Run 1, wiring by layer:
Drawn at 1.5 px/um. Two of the layers only.
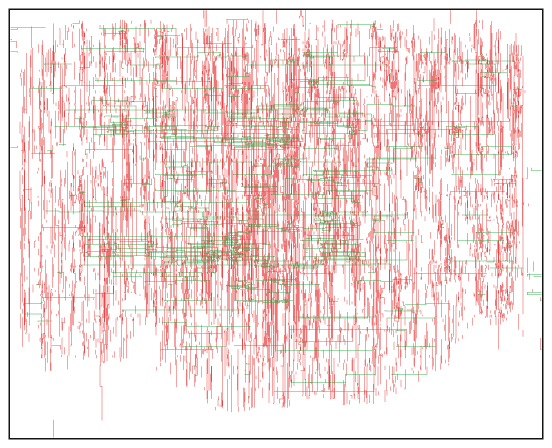
Run 1, wires at chosen ports, followed through buffers:
Drawn at 1 px/um.
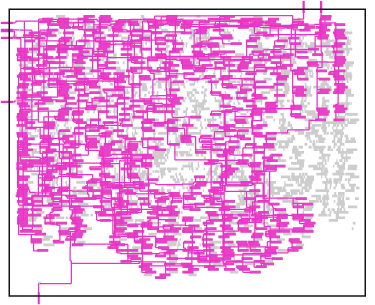
Run 1, pin placement:
Drawn at 1.5 px/um. Pins as bars across the die edge, other pins in gray.
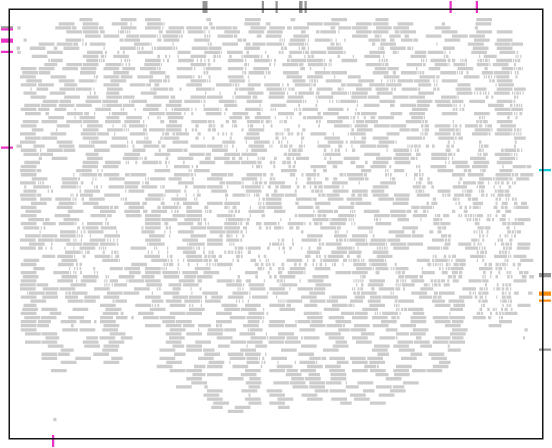
`config.mk`:
```
export PLATFORM = sky130hd
export DESIGN_NAME = image_window_ctrl_flat
export DESIGN_NICKNAME = d
export VERILOG_FILES = /design/src/rtl/image_window_ctrl_if.sv /design/src/rtl/image_window_ctrl.sv /design/src/flat_wrapper.sv
export SDC_FILE = /design/constraint.sdc
export NUM_CORES = 1
export LEC_CHECK = 0
export CORE_ASPECT_RATIO = 0.8
export CORE_MARGIN = 4
export CORE_UTILIZATION = 40
export DETAILED_ROUTE_END_ITERATION = 8
export GPL_ROUTABILITY_DRIVEN = 0
export PLACE_DENSITY_LB_ADDON = 0.1
export SLEW_MARGIN = 20
export SYNTH_ARGS = -nofsm -noshare
export SYNTH_HDL_FRONTEND = slang
export SYNTH_SLANG_ARGS = --single-unit
export TNS_END_PERCENT = 30
```
`constraint.sdc`:
```
create_clock -name clk -period 9.53 [get_ports clk]
set_input_delay 1.906 -clock clk [delete_from_list [all_inputs] [get_ports clk]]
set_output_delay 1.906 -clock clk [all_outputs]
set_load 0.02 [all_outputs]
```
`src/rtl/image_window_ctrl_if.sv`:
```
// Command/pixel bus for image_window_ctrl.
//   cmd, cmd_valid : command code and strobe (master -> slave)
//   datain         : pixel stream during load (master -> slave)
//   dataout        : registered window pixel (slave -> master)
//   output_valid   : dataout qualifier (slave -> master)
//   busy           : command in progress, new commands ignored (slave -> master)
interface image_window_ctrl_if #(
   parameter int DW = 8
);
   logic [2:0]    cmd;
   logic          cmd_valid;
   logic [DW-1:0] datain;
   logic [DW-1:0] dataout;
   logic          output_valid;
   logic          busy;

   modport master (output cmd, cmd_valid, datain, input dataout, output_valid, busy);
   modport slave  (input cmd, cmd_valid, datain, output dataout, output_valid, busy);
endinterface

```
`src/rtl/image_window_ctrl.sv`:
```
// Image window controller: loads an IMG_W x IMG_H pixel image, then emits a
// WIN_W x WIN_H window either subsampled over the whole image (FIT) or as a
// 1:1 crop at a movable origin (ZOOM).
//   clk   : rising-edge clock
//   reset : asynchronous, active-low
//   bus   : command / pixel interface (slave side)
module image_window_ctrl #(
   parameter int DW    = 8,
   parameter int IMG_W = 12,
   parameter int IMG_H = 9,
   parameter int WIN_W = 4,
   parameter int WIN_H = 4
) (
   input  logic                 clk,
   input  logic                 reset,
   image_window_ctrl_if.slave   bus
);

   localparam int N     = IMG_W * IMG_H;
   localparam int AW    = (N > 1) ? $clog2(N) : 1;
   localparam int OX0   = (IMG_W - WIN_W + 1) / 2;
   localparam int OY0   = (IMG_H - WIN_H + 1) / 2;
   localparam int OXMAX = IMG_W - WIN_W;
   localparam int OYMAX = IMG_H - WIN_H;
   localparam int SX    = IMG_W / WIN_W;
   localparam int SY    = IMG_H / WIN_H;

   localparam logic [2:0] CMD_LOAD  = 3'd0;
   localparam logic [2:0] CMD_ZOOM  = 3'd1;
   localparam logic [2:0] CMD_FIT   = 3'd2;
   localparam logic [2:0] CMD_RIGHT = 3'd3;
   localparam logic [2:0] CMD_LEFT  = 3'd4;
   localparam logic [2:0] CMD_UP    = 3'd5;
   localparam logic [2:0] CMD_DOWN  = 3'd6;
   localparam logic [2:0] CMD_CTR   = 3'd7;

   typedef enum logic [1:0] {IDLE, LOAD, PREP, OUT} state_t;
   typedef enum logic {M_FIT, M_ZOOM} mode_t;

   state_t        state_q, state_d;
   mode_t         mode_q, mode_d;
   logic [AW-1:0] ox_q, ox_d, oy_q, oy_d;
   logic [AW-1:0] cnt_q, cnt_d;
   logic [AW-1:0] row_q, row_d, col_q, col_d;
   logic [DW-1:0] dataout_q, dataout_d;
   logic          ov_q, ov_d;
   logic          busy_q, busy_d;
   logic [DW-1:0] mem_q [N];

   logic          accept, load_last, out_last;
   logic [AW-1:0] row_idx, col_idx, rd_addr;

   // busy_q low implies IDLE, so it alone gates acceptance.
   assign accept    = bus.cmd_valid & ~busy_q;
   assign load_last = (cnt_q == AW'(N - 1));
   assign out_last  = (row_q == AW'(WIN_H - 1)) && (col_q == AW'(WIN_W - 1));

   // State register
   always_ff @(posedge clk or negedge reset) begin
      if (!reset) begin
         state_q   <= IDLE;
         mode_q    <= M_FIT;
         ox_q      <= AW'(OX0);
         oy_q      <= AW'(OY0);
         cnt_q     <= '0;
         row_q     <= '0;
         col_q     <= '0;
         dataout_q <= '0;
         ov_q      <= 1'b0;
         busy_q    <= 1'b0;
      end else begin
         state_q   <= state_d;
         mode_q    <= mode_d;
         ox_q      <= ox_d;
         oy_q      <= oy_d;
         cnt_q     <= cnt_d;
         row_q     <= row_d;
         col_q     <= col_d;
         dataout_q <= dataout_d;
         ov_q      <= ov_d;
         busy_q    <= busy_d;
      end
   end

   // Pixel store is deliberately not reset; reset parks the FSM in IDLE,
   // which stops any write in flight.
   always_ff @(posedge clk) begin
      if (state_q == LOAD) mem_q[cnt_q] <= bus.datain;
   end

   // Next-state logic
   always_comb begin
      state_d = state_q;
      case (state_q)
         IDLE: if (accept) state_d = (bus.cmd == CMD_LOAD) ? LOAD : PREP;
         LOAD: if (load_last) state_d = PREP;
         PREP: state_d = OUT;
         OUT:  if (out_last) state_d = IDLE;
         default: state_d = IDLE;
      endcase
   end

   // Datapath / outputs
   always_comb begin
      mode_d = mode_q;
      ox_d   = ox_q;
      oy_d   = oy_q;
      cnt_d  = cnt_q;
      row_d  = row_q;
      col_d  = col_q;

      // Source coordinate of window pixel (row_q, col_q); both paths stay
      // inside the image so the address never exceeds N-1.
      if (mode_q == M_ZOOM) begin
         row_idx = oy_q + row_q;
         col_idx = ox_q + col_q;
      end else begin
         row_idx = row_q * AW'(SY) + AW'(SY / 2);
         col_idx = col_q * AW'(SX) + AW'(SX / 2);
      end
      rd_addr = row_idx * AW'(IMG_W) + col_idx;

      // Each OUT cycle registers one pixel; busy covers that final
      // registered pixel so it drops together with output_valid.
      ov_d      = (state_q == OUT);
      dataout_d = ov_d ? mem_q[rd_addr] : dataout_q;
      busy_d    = (state_d != IDLE) || ov_d;

      if (state_q == LOAD) begin
         cnt_d = load_last ? '0 : cnt_q + 1'b1;
         if (load_last) begin
            mode_d = M_FIT;
            ox_d   = AW'(OX0);
            oy_d   = AW'(OY0);
         end
      end

      if (state_q == OUT) begin
         if (col_q == AW'(WIN_W - 1)) begin
            col_d = '0;
            row_d = out_last ? '0 : row_q + 1'b1;
         end else begin
            col_d = col_q + 1'b1;
         end
      end

      if (state_q == IDLE && accept) begin
         case (bus.cmd)
            CMD_ZOOM:  mode_d = M_ZOOM;
            CMD_FIT:   mode_d = M_FIT;
            CMD_RIGHT: if (mode_q == M_ZOOM && ox_q < AW'(OXMAX)) ox_d = ox_q + 1'b1;
            CMD_LEFT:  if (mode_q == M_ZOOM && ox_q != '0)        ox_d = ox_q - 1'b1;
            CMD_UP:    if (mode_q == M_ZOOM && oy_q != '0)        oy_d = oy_q - 1'b1;
            CMD_DOWN:  if (mode_q == M_ZOOM && oy_q < AW'(OYMAX)) oy_d = oy_q + 1'b1;
            CMD_CTR: begin
               ox_d = AW'(OX0);
               oy_d = AW'(OY0);
            end
            default: ;
         endcase
      end
   end

   assign bus.dataout      = dataout_q;
   assign bus.output_valid = ov_q;
   assign bus.busy         = busy_q;

endmodule

```
`src/flat_wrapper.sv`:
```
// flat-port wrapper written by rule: the top's interface ports become plain ports
module image_window_ctrl_flat 
#(
   parameter int DW    = 8,
   parameter int IMG_W = 12,
   parameter int IMG_H = 9,
   parameter int WIN_W = 4,
   parameter int WIN_H = 4
)
  (clk, reset, bus_cmd, bus_cmd_valid, bus_datain, bus_dataout, bus_output_valid, bus_busy);
  image_window_ctrl_if #(.DW(DW)) bus_i ();
  input  logic clk;
  input  logic reset;
  input wire logic [$bits(bus_i.cmd)-1:0] bus_cmd;
  input wire logic [$bits(bus_i.cmd_valid)-1:0] bus_cmd_valid;
  input wire logic [$bits(bus_i.datain)-1:0] bus_datain;
  output wire logic [$bits(bus_i.dataout)-1:0] bus_dataout;
  output wire logic [$bits(bus_i.output_valid)-1:0] bus_output_valid;
  output wire logic [$bits(bus_i.busy)-1:0] bus_busy;
  assign bus_i.cmd = bus_cmd;
  assign bus_i.cmd_valid = bus_cmd_valid;
  assign bus_i.datain = bus_datain;
  assign bus_dataout = bus_i.dataout;
  assign bus_output_valid = bus_i.output_valid;
  assign bus_busy = bus_i.busy;
  image_window_ctrl #(.DW(DW), .IMG_W(IMG_W), .IMG_H(IMG_H), .WIN_W(WIN_W), .WIN_H(WIN_H)) u_core (.clk(clk), .reset(reset), .bus(bus_i));
endmodule
```
==> metrics.cfg, run 1 <==
[final_timing]
hold_violations = 0
rsz0062_at_grt = no
tightest_slew_ps = 1240
relSlewSlack_pct = 17.1
timing.hold.ws_ps = 480

[clock_tree]
clk_latency_ps = 690
htreeDepth = 3
ctsResizeCount = 0
hold_buffers = 0
clkTransAtPathRegs_ps = 60

[detailed_routing]
met1_length_mm = 53.3
dr.max_layer_used = met4
first_pass_iters = 8
initialDrtViolationCount = 2697
route.met2.wl_mm = 49.5
antenna_left = 0

[critical_path]
r2r_end = u_core.bus.dataout[7]
cp-end-kind = flip-flop
slowest_stage = fa_2
cp.depth = 17
required_ps = 10070
worst-path-max-fanout = 23
endpoint = u_core.bus.dataout[7]
timing.critical_path.buf_inv = 2
critPathLaunch = u_core.col_q[0]

[global_routing]
use_met2_pct = 32.8
busiest_layer = met1
use_met1_pct = 34.8
antenna_found_initial = 2

[cells_and_area]
nNonClkBuffers = 68
num-nets-final = 2703
logic_area_um2 = 10600
clk_share_pct = 6.90
lay_top_cells = edfxtp_1, nand2_1, nor2_1
comb_share_pct = 24.6
seqAreaFraction_pct = 63.2
mostFrequentLayoutCell = edfxtp_1
buffer_area_share_pct = 1.36
dominant_cells = sequential cells
finalNonFillerCells = 4009
regMostFlops = u_core.mem_q
antenna_cells = 0

[floorplanning]
tap_cells = 1287
die-area_um2 = 101000
core.rowCount = 101
die_h_um = 285

[yosys]
enable_flop_cells = 864
top_area_cell = edfxtp_1
ys_sh_simple_pct = 11.0
common_cells = edfxtp_1, nand2_1, nor2_1
async_flop_share_pct = 5.26
ys_cells = 2628
synthAdderAreaFrac_pct = 1.33
postSynthAreaPerCell_um2 = 14.6

[flow_run]
tool_warnings = 39

[placement]
place_area_um2 = 40000
place_inst = 3843

[min_path]
min_path_cells = 1

[status]
outcome = finished, final reports clean

## Picture notes: 'wiring by layer'
Key: red = met2 [wire length 49.5 mm]; green = met3 [wire length 9560 um]
gr usage total: 22.7%
DR WL/cell: 28.9 um
Vias: 23500
Post-Route WL: 116 mm

## Picture notes: 'wires at chosen ports, followed through buffers'
Key: magenta = bus_datain [direction input, edge 5 left, 2 top, 1 bottom, end cells 864, buffers 15, wire 14700 um]
Ports: 24
Port Buffer Count: 23

## Picture notes: 'pin placement'
Key: magenta = bus_datain [pins 8, direction input, edge 5 left, 2 top, 1 bottom]; orange = bus_cmd [pins 3, direction input, edge right]; cyan = bus_output_valid [pins 1, direction output, edge right]
All pins by edge: 10 top, 7 right, 6 left, 1 bottom.

Run 1, cell sizes after repair:
Drawn at 1.5 px/um.
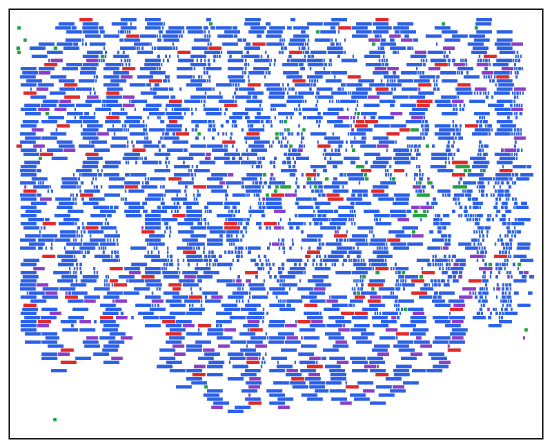

==> run 1 -> run 2 <==
==> constraint.sdc (replaced) <==
create_clock -name clk -period 5.8 [get_ports clk]
set_input_delay 1.16 -clock clk [delete_from_list [all_inputs] [get_ports clk]]
set_output_delay 1.16 -clock clk [all_outputs]
set_load 0.02 [all_outputs]
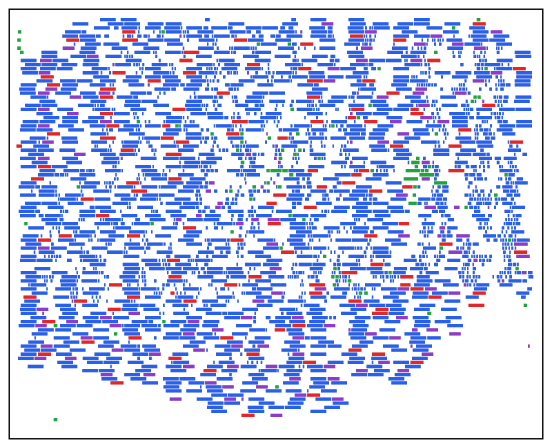
Run 2: cell sizes after repair
Drawn at 1.5 px/um.
Key: red = drive 6 and up [cells 121]; blue = drive 1 or less [cells 2398]; purple = drive 2 [cells 151]; green = drive 3 to 4 [cells 86]
layout overhead on the synthesized area: 12.8%
post-route cell area: 43400 um2
worst setup margin: 493 ps

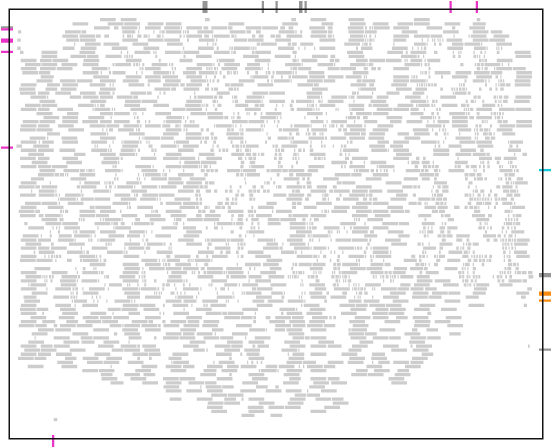
Run 2: pin placement
Drawn at 1.5 px/um. Pins as bars across the die edge, other pins in gray.
Key: magenta = bus_datain [pins 8, direction input, edge 5 left, 2 top, 1 bottom]; cyan = bus_output_valid [pins 1, direction output, edge right]; orange = bus_cmd [pins 3, direction input, edge right]
All pins by edge: 10 top, 7 right, 6 left, 1 bottom.
Die W: 355 um
Die Span Y: 285 um

==> metrics.cfg, run 2 <==
[cells_and_area]
clk_share_pct = 7.09
comb_share_pct = 24.3
num-nets-final = 2730
lay_top_cells = edfxtp_1, nand2_1, nor2_1
regMostFlops = u_core.mem_q
logic_area_um2 = 10500
antenna_cells = 0
nNonClkBuffers = 95
mostFrequentLayoutCell = edfxtp_1
seqAreaFraction_pct = 62.6
dominant_cells = sequential cells
finalNonFillerCells = 4043

[critical_path]
r2r_end = u_core.bus.dataout[4]
cp.depth = 15
endpoint = u_core.bus.dataout[4]
cp-end-kind = flip-flop
slowest_stage = fa_2

[global_routing]
grtUsageTotal_pct = 22.4
busiest_layer = met1
use_met2_pct = 32.9

[yosys]
common_cells = edfxtp_1, nand2_1, nor2_1
ys_sh_simple_pct = 11.0
ys_cells = 2628
postSynthAreaPerCell_um2 = 14.6
async_flop_share_pct = 5.26

[floorplanning]
die-area_um2 = 101000
ioPinCount = 24

[detailed_routing]
initialDrtViolationCount = 2880
drt-wirelength-per-cell_um = 28.4
dr.max_layer_used = met4
num_vias = 23600
first_pass_iters = 7
wl_mm = 115
route.met2.wl_mm = 50.4

[min_path]
min_path_cells = 1

[clock_tree]
clk_latency_ps = 670
hold_buffers = 0
htreeDepth = 3

[final_timing]
timing.hold.ws_ps = 490
hold_violations = 0
rsz0062_at_grt = no
relSlewSlack_pct = 22.2
tightest_slew_ps = 1160

[status]
outcome = finished, final reports clean

Run 2, wires at chosen ports, followed through buffers:
Drawn at 1 px/um.
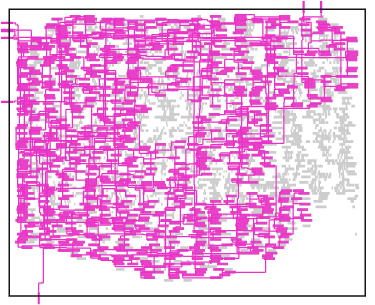

==> run 2 -> run 3 <==
--- a/config.mk
+++ b/config.mk
@@ -10,7 +10,9 @@
 export CORE_UTILIZATION = 40
 export DETAILED_ROUTE_END_ITERATION = 8
 export GPL_ROUTABILITY_DRIVEN = 0
+export GPL_TIMING_DRIVEN = 0
 export PLACE_DENSITY_LB_ADDON = 0.1
+export SKIP_LAST_GASP = 1
 export SLEW_MARGIN = 20
 export SYNTH_ARGS = -nofsm -noshare
 export SYNTH_HDL_FRONTEND = slang
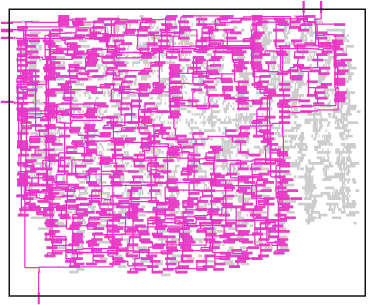
Run 3: wires at chosen ports, followed through buffers
Drawn at 1 px/um.
Key: magenta = bus_datain [direction input, edge 5 left, 2 top, 1 bottom, end cells 864, buffers 16, wire 13900 um]
Port Buffer Count: 22

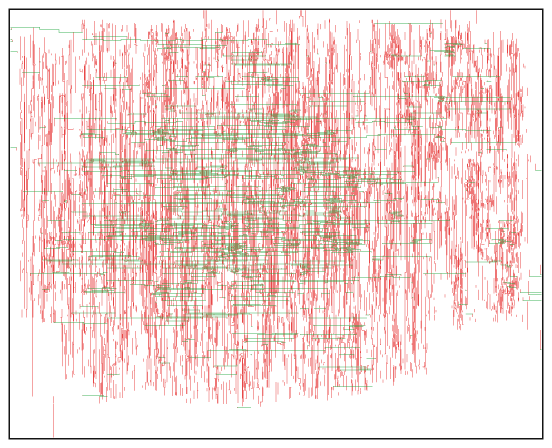
Run 3: wiring by layer
Drawn at 1.5 px/um. Two of the layers only.
Key: red = met2 [wire length 56.2 mm]; green = met3 [wire length 12800 um]
Post-Route WL: 132 mm
Vias: 25000
gr usage total: 25.7%

==> metrics.cfg, run 3 <==
[flow_run]
tool_warnings = 35

[critical_path]
timing.critical_path.buf_inv = 7
endpoint = u_core.bus.dataout[1]
cp-end-kind = flip-flop

[floorplanning]
ioPinCount = 24
die_w_um = 355
core.rowCount = 101
die_h_um = 285
tap_cells = 1287

[yosys]
ys_sh_simple_pct = 11.0
ys_cells = 2628
synthAdderAreaFrac_pct = 1.33
postSynthAreaPerCell_um2 = 14.6

[detailed_routing]
first_pass_iters = 8
met1_length_mm = 58.7
dr.max_layer_used = met4
route.met2.wl_mm = 56.2

[cells_and_area]
num-nets-final = 2809
comb_share_pct = 24.2
clk_share_pct = 7.09
synthToLayoutAreaGrowth_pct = 14.1
buffer_area_share_pct = 2.87
seqAreaFraction_pct = 61.9
lay_top_cells = edfxtp_1, nand2_1, nand3_1

[clock_tree]
clk_latency_ps = 690
ctsResizeCount = 33
clkTransAtPathRegs_ps = 60

[status]
outcome = finished, final reports clean

[placement]
place_area_um2 = 40600
place_inst = 3947

[final_timing]
worst_slack_ps = 24.5
relSlewSlack_pct = 8.18
tightest_slew_ps = 1380

[global_routing]
antenna_found_initial = 3
busiest_layer = met1
use_met2_pct = 37.3

